--- src/rtl/vend_ctrl_param_if.sv ---
// Coin/refund handshake bundle for vend_ctrl_param.
// The controller takes the slave side and the coin acceptor/dispenser takes the master side.
interface vend_ctrl_param_if #(
    parameter int CREDIT_W = 4
);
    logic                coin_valid;
    logic [1:0]          coin_type;
    logic                cancel;
    logic                change_ack;
    logic [CREDIT_W-1:0] credit;
    logic                vend;
    logic                coin_reject;
    logic                change_valid;
    logic [CREDIT_W-1:0] change_amt;

    modport master (
        output coin_valid, coin_type, cancel, change_ack,
        input  credit, vend, coin_reject, change_valid, change_amt
    );

    modport slave (
        input  coin_valid, coin_type, cancel, change_ack,
        output credit, vend, coin_reject, change_valid, change_amt
    );
endinterface

--- src/rtl/vend_ctrl_param.sv ---
// Parameterised vending controller: accumulates coins, vends at PRICE, and refunds or returns change.
// The change/refund path is enabled only when the VEND_CHANGE_RETURN_EN macro is defined.
module vend_ctrl_param #(
    parameter int PRICE      = 3,
    parameter int MAX_CREDIT = 10,
    parameter int CREDIT_W   = 4
) (
    input logic              clk,
    input logic              rstn,
    vend_ctrl_param_if.slave bus
);
    typedef enum logic [1:0] {IDLE, COLLECT, VEND, CHANGE} state_t;

    localparam logic [CREDIT_W-1:0] PRICE_C = CREDIT_W'(PRICE);
    localparam logic [CREDIT_W-1:0] MAX_C   = CREDIT_W'(MAX_CREDIT);

    state_t              state;
    logic [CREDIT_W-1:0] credit;
    logic                vend;
    logic                coin_reject;
    logic [CREDIT_W-1:0] coin_val;
    logic [CREDIT_W-1:0] sum;
    logic                coin_ok;

    always_comb begin
        coin_val = '0;
        case (bus.coin_type)
            2'b01:   coin_val = CREDIT_W'(1);
            2'b10:   coin_val = CREDIT_W'(2);
            2'b11:   coin_val = CREDIT_W'(5);
            default: coin_val = '0;
        endcase
    end

    // CREDIT_W leaves headroom for MAX_CREDIT+5, so the sum cannot wrap.
    assign sum     = credit + coin_val;
    assign coin_ok = (coin_val != '0) && (sum <= MAX_C);

`ifdef VEND_CHANGE_RETURN_EN
    logic                change_valid;
    logic [CREDIT_W-1:0] change_amt;
`endif

    always_ff @(posedge clk) begin
        if (!rstn) begin
            state       <= IDLE;
            credit      <= '0;
            vend        <= 1'b0;
            coin_reject <= 1'b0;
`ifdef VEND_CHANGE_RETURN_EN
            change_valid <= 1'b0;
            change_amt   <= '0;
`endif
        end else begin
            vend        <= 1'b0;
            coin_reject <= 1'b0;
            case (state)
                IDLE, COLLECT: begin
                    // A simultaneous coin loses to cancel and is handed back.
                    if (bus.cancel) begin
                        coin_reject <= bus.coin_valid;
                        if (state == COLLECT) begin
                            credit <= '0;
`ifdef VEND_CHANGE_RETURN_EN
                            state        <= CHANGE;
                            change_valid <= 1'b1;
                            change_amt   <= credit;
`else
                            state <= IDLE;
`endif
                        end
                    end else if (bus.coin_valid) begin
                        if (coin_ok) begin
                            credit <= sum;
                            if (sum >= PRICE_C) begin
                                state <= VEND;
                                vend  <= 1'b1;
                            end else begin
                                state <= COLLECT;
                            end
                        end else begin
                            coin_reject <= 1'b1;
                        end
                    end
                end
                VEND: begin
                    coin_reject <= bus.coin_valid;
                    credit      <= '0;
`ifdef VEND_CHANGE_RETURN_EN
                    if (credit > PRICE_C) begin
                        state        <= CHANGE;
                        change_valid <= 1'b1;
                        change_amt   <= credit - PRICE_C;
                    end else begin
                        state <= IDLE;
                    end
`else
                    state <= IDLE;
`endif
                end
`ifdef VEND_CHANGE_RETURN_EN
                CHANGE: begin
                    coin_reject <= bus.coin_valid;
                    if (bus.change_ack) begin
                        state        <= IDLE;
                        change_valid <= 1'b0;
                        change_amt   <= '0;
                    end
                end
`endif
                default: state <= IDLE;
            endcase
        end
    end

    assign bus.credit      = credit;
    assign bus.vend        = vend;
    assign bus.coin_reject = coin_reject;
`ifdef VEND_CHANGE_RETURN_EN
    assign bus.change_valid = change_valid;
    assign bus.change_amt   = change_amt;
`else
    logic unused_change_ack;
    assign unused_change_ack = bus.change_ack;
    assign bus.change_valid  = 1'b0;
    assign bus.change_amt    = '0;
`endif
endmodule

--- src/flat_wrapper.sv ---
// flat-port wrapper written by rule: the top's interface ports become plain ports
module vend_ctrl_param_flat 
#(
    parameter int PRICE      = 3,
    parameter int MAX_CREDIT = 10,
    parameter int CREDIT_W   = 4
)
  (clk, rstn, bus_coin_valid, bus_coin_type, bus_cancel, bus_change_ack, bus_credit, bus_vend, bus_coin_reject, bus_change_valid, bus_change_amt);
  vend_ctrl_param_if #(.CREDIT_W(CREDIT_W)) bus_i ();
  input logic clk;
  input logic rstn;
  input wire logic [$bits(bus_i.coin_valid)-1:0] bus_coin_valid;
  input wire logic [$bits(bus_i.coin_type)-1:0] bus_coin_type;
  input wire logic [$bits(bus_i.cancel)-1:0] bus_cancel;
  input wire logic [$bits(bus_i.change_ack)-1:0] bus_change_ack;
  output wire logic [$bits(bus_i.credit)-1:0] bus_credit;
  output wire logic [$bits(bus_i.vend)-1:0] bus_vend;
  output wire logic [$bits(bus_i.coin_reject)-1:0] bus_coin_reject;
  output wire logic [$bits(bus_i.change_valid)-1:0] bus_change_valid;
  output wire logic [$bits(bus_i.change_amt)-1:0] bus_change_amt;
  assign bus_i.coin_valid = bus_coin_valid;
  assign bus_i.coin_type = bus_coin_type;
  assign bus_i.cancel = bus_cancel;
  assign bus_i.change_ack = bus_change_ack;
  assign bus_credit = bus_i.credit;
  assign bus_vend = bus_i.vend;
  assign bus_coin_reject = bus_i.coin_reject;
  assign bus_change_valid = bus_i.change_valid;
  assign bus_change_amt = bus_i.change_amt;
  vend_ctrl_param #(.PRICE(PRICE), .MAX_CREDIT(MAX_CREDIT), .CREDIT_W(CREDIT_W)) u_core (.clk(clk), .rstn(rstn), .bus(bus_i));
endmodule
--- config.mk ---
export PLATFORM = sky130hd
export DESIGN_NAME = vend_ctrl_param_flat
export DESIGN_NICKNAME = d
export VERILOG_FILES = /design/src/rtl/vend_ctrl_param_if.sv /design/src/rtl/vend_ctrl_param.sv /design/src/flat_wrapper.sv
export SDC_FILE = /design/constraint.sdc
export NUM_CORES = 1
export LEC_CHECK = 0
export CORE_AREA = 2 2 39 41
export CTS_CLUSTER_DIAMETER = 80
export CTS_CLUSTER_SIZE = 10
export DETAILED_ROUTE_END_ITERATION = 8
export DIE_AREA = 0 0 41 43
export PLACE_DENSITY_LB_ADDON = 0.15
export SYNTH_ARGS = -nofsm -noshare
export SYNTH_HDL_FRONTEND = slang
export SYNTH_SLANG_ARGS = --single-unit
--- constraint.sdc ---
create_clock -name clk -period 5.2 [get_ports clk]
set_input_delay 1.04 -clock clk [delete_from_list [all_inputs] [get_ports clk]]
set_output_delay 1.04 -clock clk [all_outputs]
set_load 0.01 [all_outputs]
clock_wires.png
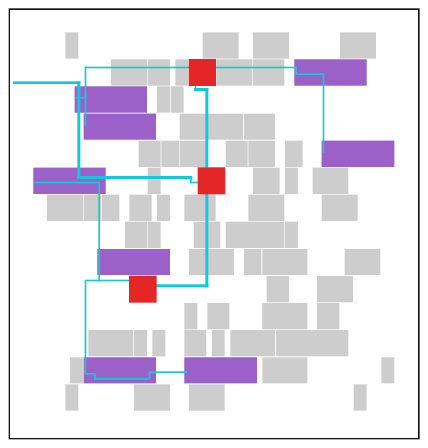
[clock wires] cyan | length: 144 um
[clock-net drivers] red | count: 3
[flip-flops] purple | count: 8
routed clock nets: 4

placed.png
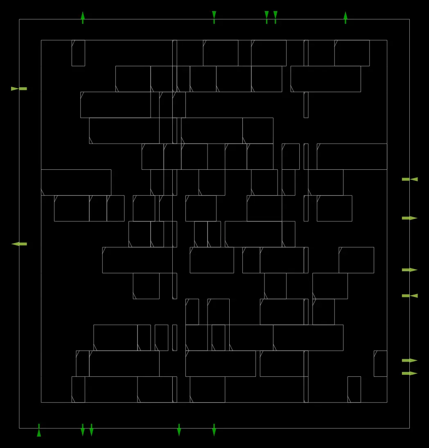
flop count: 8
fillers: 151
Final Instance Count excl. Fillers: 88

route_heat.png
8 x 9 tiles, from black (low) to pale yellow (high), scaled to the fullest tile. Values are wire area over tile area, all layers added.
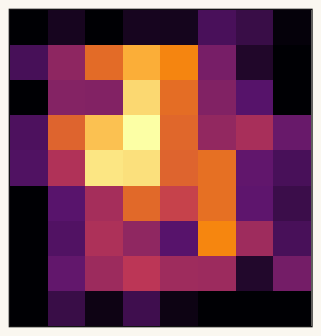
emptiest ninth of the die: north-east
fullest tile: 0.30
nearly empty tiles: 18%
tiles over half the peak: 24%
mean over tiles: 0.099

==> results_slide.txt <==
Key Metrics from the Run

Pwr
  • Clock net power: 0.0491 mW
  • Top pwr grp: sequential cells
  • Max VDD drop: 0.107 mV
  • Seq. pwr: 0.0653 mW

Critical path
  • CP max-delay cell: clkdlybuf4s50_1
  • Critical path cell sequence: clkdlybuf4s50_1 > nor2b_1 > fa_1 > and2_1 > o22ai_2 > o221ai_1 > and4_1
  • RR Endpoint: u_core.bus.coin_reject$_SDFF_PN0_
  • Critical path required time: 5.35 ns
  • Critical path launch point type: input port
  • CP bufs+invs: 1

Finish
  • Largest class: combinational gates
  • Final core occ: 0.479
  • Antenna Cells: 0

Clock network
  • # Post-CTS Setup Buffers: 0
  • H-Tree Depth: 1
  • Clk pin slew, worst setup/hold paths: 0.06 ns

Min path
  • Hold Path Depth: 2

Final timing
  • Setup TNS: 0 ns
  • Shortest period the worst path allows: 2.90 ns
  • Fmax: 344 MHz

Global routing
  • Largest net degree at the start of global routing: 8

Routing
  • Via count: 445

Logic synthesis
  • Yosys reg bits: 8
  • XORs/XNORs by Area: 0.0303
  • Simple share: 0.179
  • Comb area leader: AND-OR/OR-AND gates
  • Synth area leader: dfxtp_1
  • Synth warn: 0

Place
  • Placed cells: 85
  • Pre-CTS setup slack: 2.00 ns
  • GPL Wtd Cong: 0.806

Floorplan
  • Fp util: 0.388
  • Num rows: 14
  • Tapcells: 16

Run status
  • Status: complete, no violations
closeup.png
Scale bar: 10 um. Window x 8 to 33, y 0 to 25 um. Cells in grey, sequential cells in the stronger grey; small squares are vias.
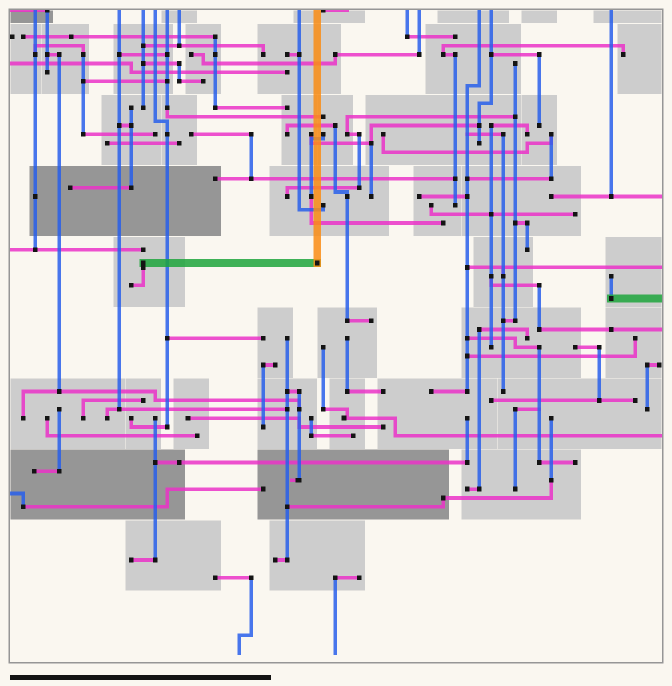
[M2] blue
[M4] orange
[M3] green
[M1] magenta
most frequent: nand2_1 (4)
netlist names of flops here include: `u_core.bus.credit` (3)
cells with their middle in the window: 35
sequential cells in the window: 3

gates.png
Scale bar: 10 um.
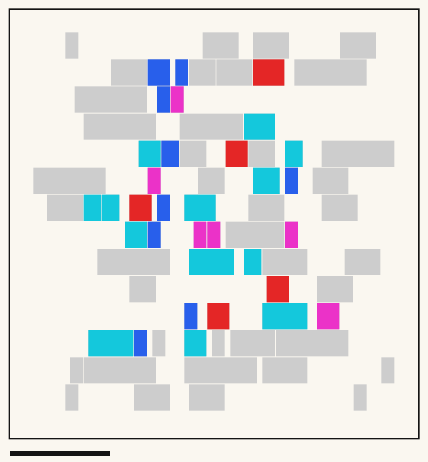
[nand cells] blue | cells: 9 | most used: nand2_1
[nor cells] magenta | cells: 6 | most used: nor2_1 | where: centre
[aoi and oai cells] cyan | cells: 13 | most used: o22ai_1
[and/or cells] red | cells: 5 | most used: and2_1

Power is estimated from default activity; no workload was simulated.
